File: src/rtl/fq_pkg.sv
// Shared types and constants for the fetch pair queue.
package fq_pkg;
  localparam int PCW_DEF = 13;
  localparam int IW_DEF  = 32;

  typedef struct packed {
    logic [PCW_DEF-1:0] pc;
    logic [IW_DEF-1:0]  inst;
  } fq_entry_t;

  // Check stage treats an all-zero instruction as a bubble.
  localparam logic [31:0] NOP_INST = 32'd0;
endpackage

File: src/rtl/fq_storage.sv
// Entry array with two write ports and two read ports; data is never reset.
module fq_storage
  import fq_pkg::*;
#(
  parameter int DEPTH = 8,
  parameter int W     = PCW_DEF + IW_DEF
) (
  input  logic                     clk_i,
  input  logic                     we1_i,
  input  logic [$clog2(DEPTH)-1:0] waddr1_i,
  input  logic [W-1:0]             wdata1_i,
  input  logic                     we2_i,
  input  logic [$clog2(DEPTH)-1:0] waddr2_i,
  input  logic [W-1:0]             wdata2_i,
  input  logic [$clog2(DEPTH)-1:0] raddr1_i,
  output logic [W-1:0]             rdata1_o,
  input  logic [$clog2(DEPTH)-1:0] raddr2_i,
  output logic [W-1:0]             rdata2_o
);
  logic [W-1:0] mem_q [DEPTH];

  // The two write addresses are always consecutive, so they never collide.
  always_ff @(posedge clk_i) begin
    if (we1_i) mem_q[waddr1_i] <= wdata1_i;
    if (we2_i) mem_q[waddr2_i] <= wdata2_i;
  end

  assign rdata1_o = mem_q[raddr1_i];
  assign rdata2_o = mem_q[raddr2_i];
endmodule

File: src/rtl/fetch_pair_queue.sv
// Circular fetch queue: up to two enqueues and two dequeues per cycle,
// single-cycle flush, oldest two entries presented combinationally.
module fetch_pair_queue
  import fq_pkg::*;
#(
  parameter int DEPTH = 8,
  parameter int PCW   = PCW_DEF,
  parameter int IW    = IW_DEF
) (
  input  logic                   CLK,
  input  logic                   NRST,
  input  logic                   wr_valid1,
  input  logic                   wr_valid2,
  input  logic [PCW-1:0]         wr_pc1,
  input  logic [PCW-1:0]         wr_pc2,
  input  logic [IW-1:0]          wr_inst1,
  input  logic [IW-1:0]          wr_inst2,
  output logic                   wr_ready,
  output logic [PCW-1:0]         pc1_out,
  output logic [PCW-1:0]         pc2_out,
  output logic [IW-1:0]          inst1_out,
  output logic [IW-1:0]          inst2_out,
  output logic                   valid1,
  output logic                   valid2,
  input  logic [1:0]             deq_count,
  input  logic                   flush,
  output logic [$clog2(DEPTH):0] count
);
  localparam int AW = $clog2(DEPTH);
  localparam int CW = AW + 1;
  localparam int EW = PCW + IW;
  localparam logic [CW-1:0] READY_MAX = CW'(DEPTH - 2);

  logic [AW-1:0] head_q, head_d, tail_q, tail_d;
  logic [CW-1:0] count_q, count_d;
  logic [1:0]    deq_req, eff_deq, enq;
  logic          enq_fire;
  logic [EW-1:0] rd1, rd2;

  assign wr_ready = (count_q <= READY_MAX);
  assign enq_fire = wr_ready & wr_valid1 & ~flush;

  always_comb begin
    deq_req = (deq_count == 2'd3) ? 2'd2 : deq_count;
    // Never retire more than is held; count is at most 1 whenever this clamps.
    eff_deq = (CW'(deq_req) > count_q) ? count_q[1:0] : deq_req;
    enq     = enq_fire ? (wr_valid2 ? 2'd2 : 2'd1) : 2'd0;
    head_d  = head_q + AW'(eff_deq);
    tail_d  = tail_q + AW'(enq);
    count_d = count_q + CW'(enq) - CW'(eff_deq);
    if (flush) begin
      head_d  = '0;
      tail_d  = '0;
      count_d = '0;
    end
  end

  always_ff @(posedge CLK or negedge NRST) begin
    if (!NRST) begin
      head_q  <= '0;
      tail_q  <= '0;
      count_q <= '0;
    end else begin
      head_q  <= head_d;
      tail_q  <= tail_d;
      count_q <= count_d;
    end
  end

  fq_storage #(.DEPTH(DEPTH), .W(EW)) u_storage (
    .clk_i    (CLK),
    .we1_i    (enq_fire),
    .waddr1_i (tail_q),
    .wdata1_i ({wr_pc1, wr_inst1}),
    .we2_i    (enq_fire & wr_valid2),
    .waddr2_i (tail_q + AW'(1)),
    .wdata2_i ({wr_pc2, wr_inst2}),
    .raddr1_i (head_q),
    .rdata1_o (rd1),
    .raddr2_i (head_q + AW'(1)),
    .rdata2_o (rd2)
  );

  assign valid1    = (count_q != '0);
  assign valid2    = (count_q >= CW'(2));
  assign pc1_out   = valid1 ? rd1[EW-1 -: PCW] : '0;
  assign pc2_out   = valid2 ? rd2[EW-1 -: PCW] : '0;
  assign inst1_out = valid1 ? rd1[IW-1:0] : IW'(NOP_INST);
  assign inst2_out = valid2 ? rd2[IW-1:0] : IW'(NOP_INST);
  assign count     = count_q;
endmodule

File: config.mk
export PLATFORM = sky130hd
export DESIGN_NAME = fetch_pair_queue
export DESIGN_NICKNAME = d
export VERILOG_FILES = /design/src/rtl/fq_pkg.sv /design/src/rtl/fq_storage.sv /design/src/rtl/fetch_pair_queue.sv
export SDC_FILE = /design/constraint.sdc
export NUM_CORES = 1
export LEC_CHECK = 0
export CAP_MARGIN = 0
export CORE_MARGIN = 5
export CORE_UTILIZATION = 45
export DETAILED_ROUTE_END_ITERATION = 8
export GPL_TIMING_DRIVEN = 0
export PLACE_DENSITY = 0.77
export SETUP_SLACK_MARGIN = 0.05
export SLEW_MARGIN = 25
export SYNTH_ARGS = -nofsm -noshare
export SYNTH_HDL_FRONTEND = slang
export SYNTH_SLANG_ARGS = --single-unit
File: constraint.sdc
create_clock -name CLK -period 8.9 [get_ports CLK]
set_clock_uncertainty 0.15 [all_clocks]
set_input_delay 1.335 -clock CLK [delete_from_list [all_inputs] [get_ports CLK]]
set_output_delay 1.335 -clock CLK [all_outputs]
set_load 0.02 [all_outputs]
==> results_dict.tcl, run 1 <==
# implementation run metrics
set metrics [dict create \
    die_x_um 235 \
    syn_area_per_cell_um2 13.7 \
    finalCritPeriodShare 0.741 \
    endpoint_kind "output port" \
    buf_share 0.118 \
    tightest_slew_ns 1.15 \
    grt_pass1_vias 17200 \
    num_io_pins 194 \
    rr_worst_depth 12 \
    cpPeakStageDelay_ns 1.00 \
    nFlopsAndLatches 370 \
    edf_count 360 \
    area_growth_pct 20.8 \
    nClkBuffers 51 \
    yosysTopAreaCellShare 0.475 \
    overflow 0 \
    final-seq-area_um2 11100 \
    synth_area_um2 22800 \
    peakVddDrop_mv 0.286 \
    crit_type "reg -> out" \
    cts_sinks 370 \
    fmax_mhz 152 \
    area.combinational_um2 11000 \
    power_leakage_nw 9.63 \
    p_total_mw 8.36 \
    cts_resized 0 \
    hold_buffers 0 \
    grt_pass1_wl_mm 110 \
    yosysSeqAreaShare 0.486 \
    n_tap_cell 672 \
    clk_path_buf_depth 3 \
    synthFlopType "edfxtp_1" \
    hold_violations 0 \
    synth_area_leader_cell "edfxtp_1" \
    outcome "completed" \
    dieArea_um2 55200 \
    buffers_excl_clock 357 \
    setup-violations-final 0 \
    dp_hpwl_mm 50.4 \
    postRouteAntennaNets 0 \
    cts_setup_buffers 0 \
    p_per_area_nw_per_um2 304 \
    ys_cells 1659 \
    synth_cell_types 51 \
    max_cap_violations 0 \
    comb_cells 1137 \
    largest_class "flip-flops and latches" \
    start_kind "register" \
    port_buffers 193 \
    startpoint "head_q[0]" \
    cts_made_buffers 41 \
    drc 0 \
    ys_warn_count 0 \
    min_from "tail_q[2]" \
    fin_crit_ns 6.59 \
    r2r_end "count[3]" \
    r2r_setup_slack_ns 5.31 \
    worst-path-max-fanout 10 \
    fin_util 0.550 \
    relSlewSlack 0.233 \
    warnings 28 \
    cts-root-buf "clkbuf_16" \
    vias_per_cell 6.38 \
    min_to "tail_q[2]" \
    n_fill_cell 4086 \
    crit_path_frequent_cell "buf_2" \
]
[run 1: cells in the mapped netlist, types with 46 or more instances]
library cell,number
mux2_2,238
a211oi_1,90
clkbuf_1,65
nor2b_1,99
a21oi_1,51
mux2_4,120
mux2i_1,181
mux2_1,92
edfxtp_1,360
and3_1,46
[run 1: through the flow]
| step | instances | hold slack (ns) | area, um^2 |
|---|---|---|---|
| after floorplan | 1659 | 0.473 | 22800 |
| after global placement | 2524 | 0.526 | 25500 |
| after detailed placement | 2546 | 0.554 | 26200 |
| after CTS | 2621 | 0.567 | 27500 |
| after global routing | 2621 | 0.621 | 27500 |
| final | 2623 | 0.564 | 27500 |
[run 1: worst reg2reg max path: stages, from the launching register on]
cell	delay (ns)
dfrtp_1	0.36
inv_1	0.13
ha_1	0.22
and2_2	0.22
o211ai_4	0.37
buf_2	0.50
nor2_1	0.16
fa_1	0.50
ha_1	0.31
a21o_1	0.16
a21oi_1	0.18
xnor2_1	0.14
nor2_1	0.06
[run 1: logic make-up (layout without fill, tap and decap cells)]
logic type,after synthesis,count (layout),share of synthesized area
AOI/OAI and AO/OA,286,286,0.0890
xor gates and xnor gates,8,8,0.00341
adders and majority gates,17,17,0.0107
buffers and inverters,152,442,0.0346
DFF,370,370,0.486
muxes,631,631,0.322
other,0,2,0
and+or+nand+nor,195,195,0.0546
[run 1: registers in the layout (all words and copies together), names as in the netlist]
name	cells
u_storage.mem_q	360
count	4
head_q	3
tail_q	3
[run 1: layout by cell type (no fill, tap or decap), drive strengths merged, types with 2 or more instances in the layout]
cell / count
nand2: 7
or4: 4
and3: 46
nor3b: 2
nor4: 2
nand3: 3
xnor2: 6
a31oi: 2
ha: 13
clkinv: 16
nand2b: 3
clkbuf: 116
a2111oi: 45
and2: 4
a21oi: 51
mux2: 450
diode: 2
a22oi: 45
fa: 4
nor2b: 99
clkdlybuf4s50: 193
buf: 99
xor2: 2
o21a: 2
bufinv: 5
nand3b: 3
dfrtp: 10
a211oi: 90
nor3: 4
o211ai: 2
or4b: 2
inv: 13
nor2: 11
mux2i: 181
or3: 2
o21ai: 2
edfxtp: 360
o22ai: 45
[run 1: report_power, final]
part	switching (mW)	internal (mW)
combinational	2.77	1.83
sequential	0.0458	1.99
clock	0.721	0.999
total	3.53	4.82
[run 1: metal layers]
layer | GRT usage | up-vias | part of all wire
met5 | 0 | - | 0.00069
met4 | 0.0842 | 8 | 0.031
li1 | - | 7121 | -
met1 | 0.329 | 8380 | 0.38
met2 | 0.430 | 1044 | 0.48
met3 | 0.0736 | 180 | 0.10
[run 1: how the worst max path moves through the flow]
stage / to / slack, ns / cells after the start
after floorplan: u_storage.mem_q[1][0] / 4.13 / 3
after global placement: u_storage.mem_q[5][27] / 0.86 / 4
after detailed placement: pc2_out[2] / 3.12 / 8
after CTS: pc2_out[2] / 2.48 / 8
after global routing: inst2_out[1] / 2.26 / 8
final: inst2_out[1] / 2.31 / 8
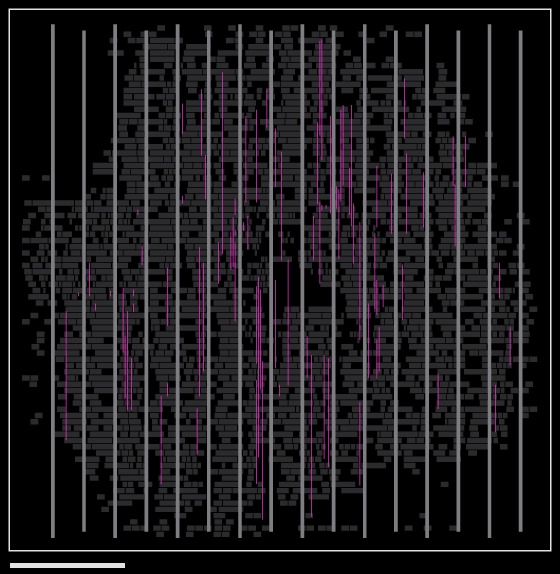
Fig. 1. Met4 routing (run 1).
Scale bar: 50 um. Supply wires on this layer in gray. Cells faint in the background.
wire length on this layer: 2330 um
longest straight run: 78.9 um
nets with wire on the layer: 58

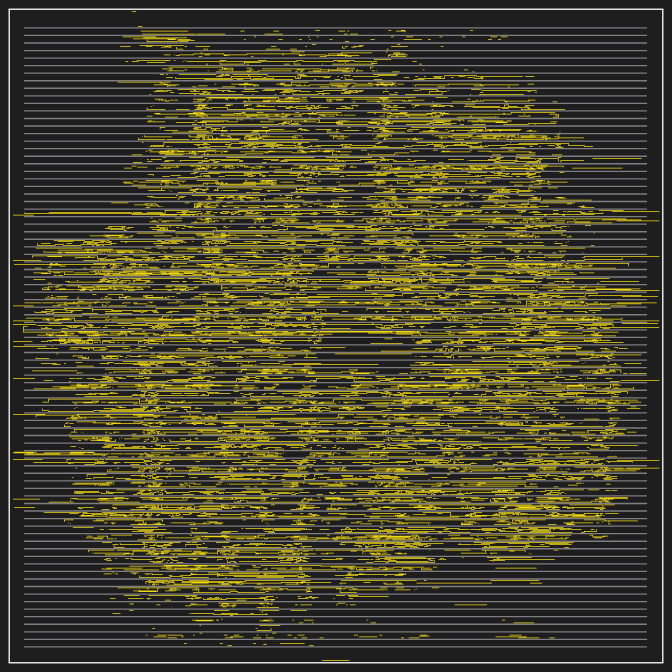
Fig. 2. The metal 1 layer (run 1).
Supply wires on this layer in gray.
longest straight run: 56.6 um
main direction: horizontal
share of all routed wire: 38%
wire length on this layer: 29.0 mm
nets with wire on the layer: 1923

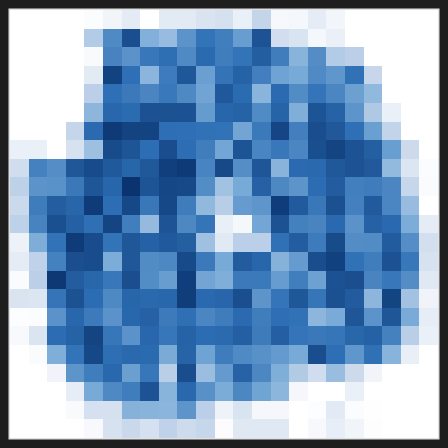
Fig. 3. Local utilization (run 1).
The die is cut into 23 by 23 equal tiles; white is low, dark blue is high, 0 to 100% covered.
tiles over 75% full: 27%
mean over tiles: 48%
nearly empty tiles: 18%

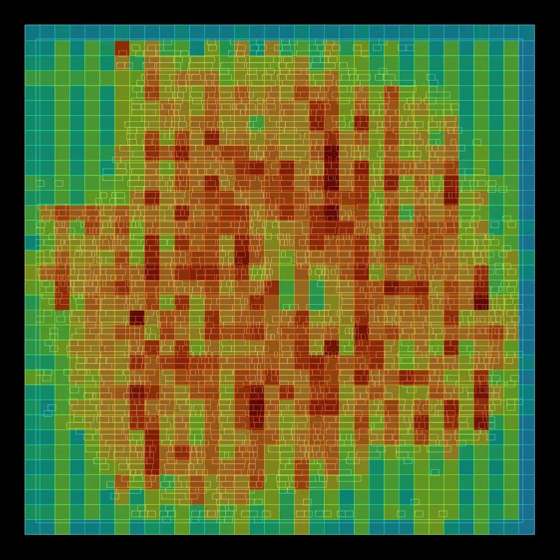
Fig. 4. Routing congestion (run 1).
Tot GR Track Use: 0.259
GRT busiest layer: met2
Routed WL per cell: 28.7 um

==> inputs of run 2 (changes only) <==
clock period = 6.8 ns   (was 8.9 ns; I/O delays follow)
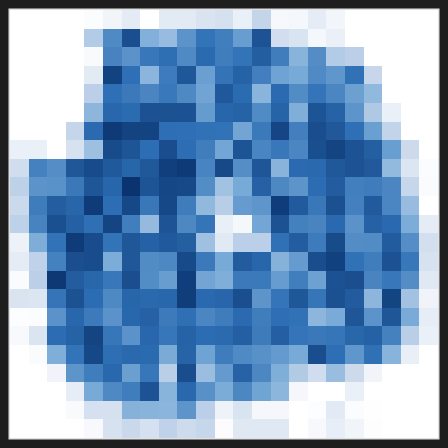
Fig. 5. Local utilization (run 2).
The die is cut into 23 by 23 equal tiles; white is low, dark blue is high, 0 to 100% covered.
tiles over 75% full: 27%
mean over tiles: 48%
nearly empty tiles: 18%

==> results_dict.tcl, run 2 <==
# implementation run metrics
set metrics [dict create \
    synth_area_um2 22800 \
    ys_warn_count 0 \
    p_per_area_nw_per_um2 397 \
    regMostFlops "u_storage.mem_q" \
    yosysMostFrequentCell "edfxtp_1" \
    die_x_um 235 \
    common_cells "360 x edfxtp_1, 238 x mux2_2, 181 x mux2i_1" \
    drc 0 \
    cts_resized 0 \
    yosysTopAreaCellShare 0.475 \
    hold_violations 0 \
    synth_cell_types 51 \
    mostFrequentLayoutCells "360 x edfxtp_1, 238 x mux2_2, 193 x clkdlybuf4s50_1" \
    finalCritPeriodShare 0.923 \
    track_usage 0.259 \
    warnings 28 \
    avgRoutedWirePerCell_um 28.7 \
    postRouteAntennaNets 0 \
    endpoint_kind "output port" \
    area.combinational_um2 11000 \
    rr_worst_depth 12 \
    area_growth_pct 20.8 \
    synthFlopType "edfxtp_1" \
    peakVddDrop_mv 0.374 \
    whs_ns 0.564 \
    yosysSeqAreaShare 0.486 \
    tightest_slew_ns 1.15 \
    p_total_mw 10.9 \
    worst-path-max-fanout 10 \
    grt_pass1_wl_mm 110 \
    setup-violations-final 0 \
    cts_made_buffers 41 \
    vias_per_cell 6.38 \
    power_leakage_nw 9.63 \
    relSlewSlack 0.233 \
    crit_type "reg -> out" \
    ys_cells 1659 \
    cts-root-buf "clkbuf_16" \
    max_cap_violations 0 \
    outcome "completed" \
]
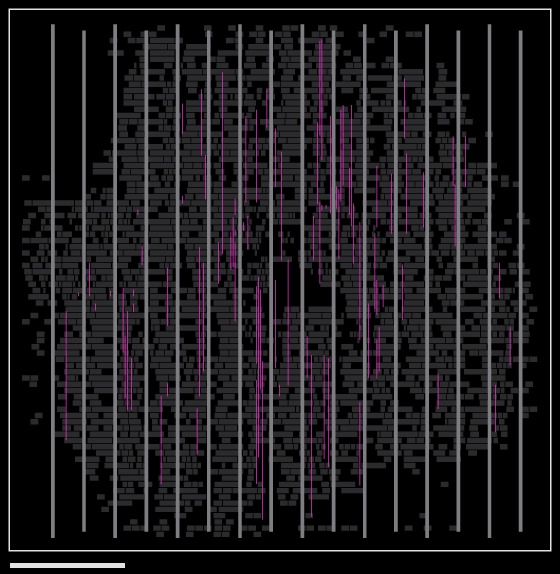
Fig. 6. Met4 routing (run 2).
Scale bar: 50 um. Supply wires on this layer in gray. Cells faint in the background.
share of all routed wire: 3.1%
longest straight run: 78.9 um
nets with wire on the layer: 58

==> run 2: cell counts after synthesis <==
Identical to the previous run, type by type.
==> run 2: final cells by class <==
class                           instances  area share
Sequential cell                       370       0.402
Tap cell                              672      0.0306
Antenna cell                            2    0.000182
Multi-Input combinational cell       1137       0.400
Buffer                                142      0.0272
Inverter                               10     0.00136
Clock inverter                         24     0.00950
Timing Repair Buffer                  215      0.0905
Clock buffer                           51      0.0387
==> run 2: path summary, 6_finish.rpt <==
kind                           endpoint  slack (ns)
setup / recovery           inst2_out[1]        0.52
hold / removal                tail_q[2]        0.56
setup reg to reg               count[3]        3.21
hold reg to reg               tail_q[2]        0.56
max in group asynchronous     tail_q[1]        5.53
min in group asynchronous      count[2]        0.62
==> run 2: kinds of logic (layout without fill, tap and decap cells) <==
logic type / Yosys count / count (layout) / share of synthesized area
multiplexers: 631 / 631 / 0.322
XOR/XNOR: 8 / 8 / 0.00341
flip-flops: 370 / 370 / 0.486
other: 0 / 2 / 0
AND-OR/OR-AND: 286 / 286 / 0.0890
adder cells (fa/ha/maj): 17 / 17 / 0.0107
buffers and inverters: 152 / 442 / 0.0346
AND/OR/NAND/NOR: 195 / 195 / 0.0546
==> run 2: per-stage QoR <==
stage | area, um^2 | setup slack, ns | util | instances
after floorplan | 22800 | 2.34 | - | 1659
after global placement | 25500 | -0.921 | 0.510 | 2524
after detailed placement | 26200 | 1.34 | 0.523 | 2546
after CTS | 27500 | 0.695 | 0.549 | 2621
after global routing | 27500 | 0.476 | 0.549 | 2621
final | 27500 | 0.522 | 0.550 | 2623
==> run 2: worst max-delay path, stage by stage, from the launching register on <==
cell	delay (ns)
dfrtp_1	0.52
ha_1	0.35
buf_2	0.23
buf_2	0.33
buf_2	0.44
clkbuf_1	0.67
a211oi_1	0.20
a2111oi_1	1.00
clkdlybuf4s50_1	0.77
==> run 2: routing by layer <==
layer	wire length, um	GRT usage	part of all wire
met1	29000	0.329	0.38
met2	36200	0.430	0.48
met3	7820	0.0736	0.10
met4	2330	0.0842	0.031
met5	52	0	0.00069
==> run 2: where the power goes <==
group	leakage [nW]	switching, mW	internal [mW]	total, mW
clock network	0.651	0.943	1.31	2.25
logic	5.60	3.62	2.40	6.02
registers	3.39	0.0599	2.61	2.67
==> inputs of run 3 (changes only) <==
--- a/config.mk
+++ b/config.mk
@@ -8,8 +8,9 @@
 export CAP_MARGIN = 0
 export CORE_MARGIN = 5
-export CORE_UTILIZATION = 45
+export CORE_UTILIZATION = 28
+export CTS_CLUSTER_SIZE = 28
 export DETAILED_ROUTE_END_ITERATION = 8
 export GPL_TIMING_DRIVEN = 0
-export PLACE_DENSITY = 0.77
+export PLACE_DENSITY = 0.57
 export SETUP_SLACK_MARGIN = 0.05
 export SLEW_MARGIN = 25
--- a/constraint.sdc
+++ b/constraint.sdc
@@ -3,3 +3,3 @@
 set_input_delay 1.02 -clock CLK [delete_from_list [all_inputs] [get_ports CLK]]
 set_output_delay 1.02 -clock CLK [all_outputs]
-set_load 0.02 [all_outputs]
+set_load 0.05 [all_outputs]
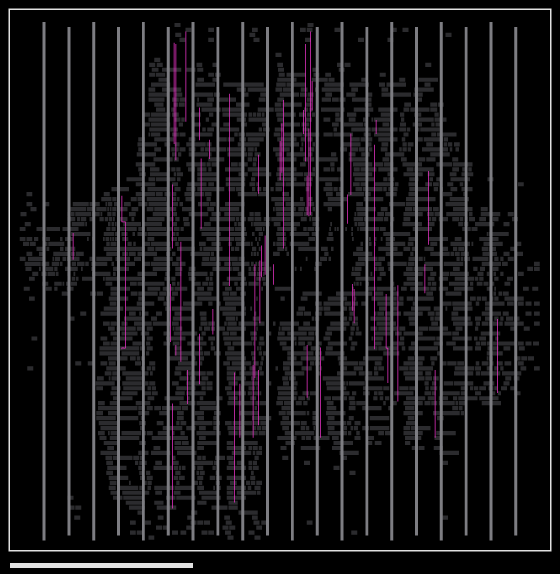
Fig. 7. Met4 routing (run 3).
Scale bar: 100 um. Supply wires on this layer in gray. Cells faint in the background.
wire length on this layer: 1940 um
longest straight run: 112 um
share of all routed wire: 2.3%
nets with wire on the layer: 30

==> results_dict.tcl, run 3 <==
# implementation run metrics
set metrics [dict create \
    outcome "completed" \
    yosysMostFrequentCell "edfxtp_1" \
    yosysTopAreaCellShare 0.475 \
    largest_reg_flops 360 \
    avgRoutedWirePerCell_um 27.4 \
    grt_pass1_wl_mm 118 \
    track_usage 0.183 \
    ys.flops 370 \
    warnings 28 \
    drv_slew 0 \
    max_cap_violations 0 \
    drc 0 \
    clk_pin_slew_ns 0.05 \
    ys_cells 1659 \
    dp_hpwl_mm 57.3 \
    synthFlopType "edfxtp_1" \
    htree_num_levels 2 \
    r2r_end "count[3]" \
    cts_resized 0 \
    r2r_setup_slack_ns 3.26 \
    synth_cell_types 51 \
    final_cells 3030 \
    area_growth_pct 23.5 \
    wl_mm 83.1 \
    hold_depth 3 \
    peakVddDrop_mv 0.440 \
    rsz0062_at_grt "false" \
    mostFrequentLayoutCells "360 x edfxtp_1, 238 x mux2_2, 193 x clkdlybuf4s50_1" \
    place_inst 2935 \
    postRouteAntennaNets 0 \
    syn_area_per_cell_um2 13.7 \
    rr_worst_depth 12 \
    power_leakage_nw 9.68 \
    cts_tree "done" \
    min_to "tail_q[2]" \
    globalplace.congestion 0.806 \
    ys_warn_count 0 \
    synth_area_um2 22800 \
    p_per_area_nw_per_um2 440 \
    yosysSeqAreaShare 0.486 \
    vias_per_cell 5.34 \
    crit_type "reg -> out" \
    worst-path-max-fanout 10 \
    cts_made_buffers 46 \
    setup-violations-final 0 \
    endpoint_kind "output port" \
    cts-root-buf "clkbuf_16" \
    syn-num-nets 1773 \
    die_x_um 295 \
    critPathRequiredTime_ns 5.63 \
    fin_util 0.349 \
    hold_violations 0 \
    finalCritPeriodShare 0.961 \
    relSlewSlack 0.254 \
    cts_setup_buffers 0 \
    common_cells "360 x edfxtp_1, 238 x mux2_2, 181 x mux2i_1" \
    tightest_slew_ns 1.12 \
    port_buffers 193 \
    regMostFlops "u_storage.mem_q" \
]
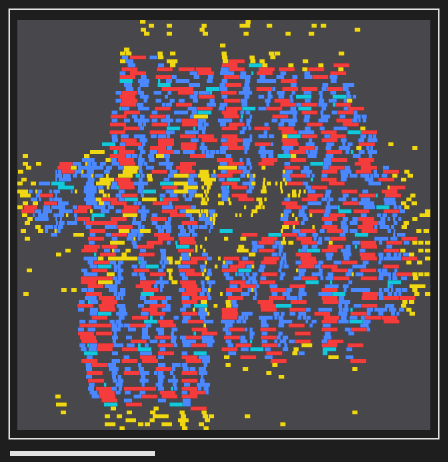
Fig. 8. Cell classes on the final placement (run 3).
Scale bar: 100 um. Fill, decap, tap and diode cells in gray.
| color | class | cells | share of their area |
|---|---|---|---|
| blue | remaining logic cells | 1147 | 41% |
| yellow | remaining buffers and delay cells | 359 | 12% |
| cyan | clock drivers and dummy loads | 85 | 5.1% |
| red | sequential cells | 370 | 41% |

-- run 3: cell counts after synthesis --
No cell type changed its count.
-- run 3: how the worst max path moves through the flow --
stage	from	to	cells past startpoint
6_report	head_q[0]	inst2_out[4]	8
5_1_grt	head_q[0]	inst2_out[4]	8
4_1_cts	head_q[0]	inst2_out[4]	8
3_5_place_dp	head_q[0]	inst2_out[4]	8
3_3_place_gp	wr_valid2	u_storage.mem_q[1][24]	4
2_1_floorplan	head_q[0]	inst2_out[0]	7
-- run 3: metrics by stage --
step	TNS (ns)	setup slack, ns	area (um^2)	hold slack [ns]	power, mW
floorplan	0	1.52	22800	0.473	7.25
global placement	-263.27	-1.26	26000	0.537	10.0
detailed placement	0	0.980	26700	0.572	10.1
CTS	0	0.343	28100	0.579	12.4
global route	0	0.261	28100	0.609	12.8
finish	0	0.266	28100	0.575	12.4
-- run 3: kinds of logic (layout without fill, tap and decap cells) --
family                   after synthesis  in the layout  synth area share
other                                  0              9                 0
AND/OR/NAND/NOR                      195            195            0.0546
buffers and inverters                152            454            0.0346
AND-OR/OR-AND                        286            286            0.0890
XOR/XNOR                               8              8           0.00341
multiplexers                         631            631             0.322
flip-flops                           370            370             0.486
adder cells (fa/ha/maj)               17             17            0.0107
-- run 3: area by class of cell --
cell class,count,area (um^2),share of cell area
antenna,9,22.5,0.000801
buffer,142,749,0.0266
clock buffer,58,1220,0.0433
clock inverter,27,153,0.00543
inverter,10,37.5,0.00133
multi-input combinational,1137,11000,0.392
sequential,370,11100,0.393
tap,1060,1330,0.0472
timing repair buffer,217,2540,0.0902
-- run 3: critical path, stage by stage (launching register included) --
cell and delay (ns):
dfrtp_1 0.52, ha_1 0.34, buf_2 0.24, buf_2 0.36, buf_2 0.48, clkbuf_1 0.68
a211oi_1 0.17, a2111oi_1 1.01, clkdlybuf4s50_1 0.98
-- run 3: where the power goes --
| part | switching [mW] | total (mW) | internal, mW | leakage, nW |
|---|---|---|---|---|
| clock network | 0.972 | 2.27 | 1.30 | 0.672 |
| registers | 0.0568 | 2.66 | 2.61 | 3.39 |
| logic | 5.03 | 7.43 | 2.40 | 5.62 |
| total | 6.06 | 12.4 | 6.31 | 9.68 |
-- run 3: layer usage --
metal	routed length, um	up-vias	GRT usage
met5	39	-	0
met4	1940	6	0.0482
met3	6490	124	0.0399
met2	40100	629	0.312
met1	34500	8288	0.238
li1	-	7134	-
Power figures rest on the tool's default switching activity, not on a simulated workload.
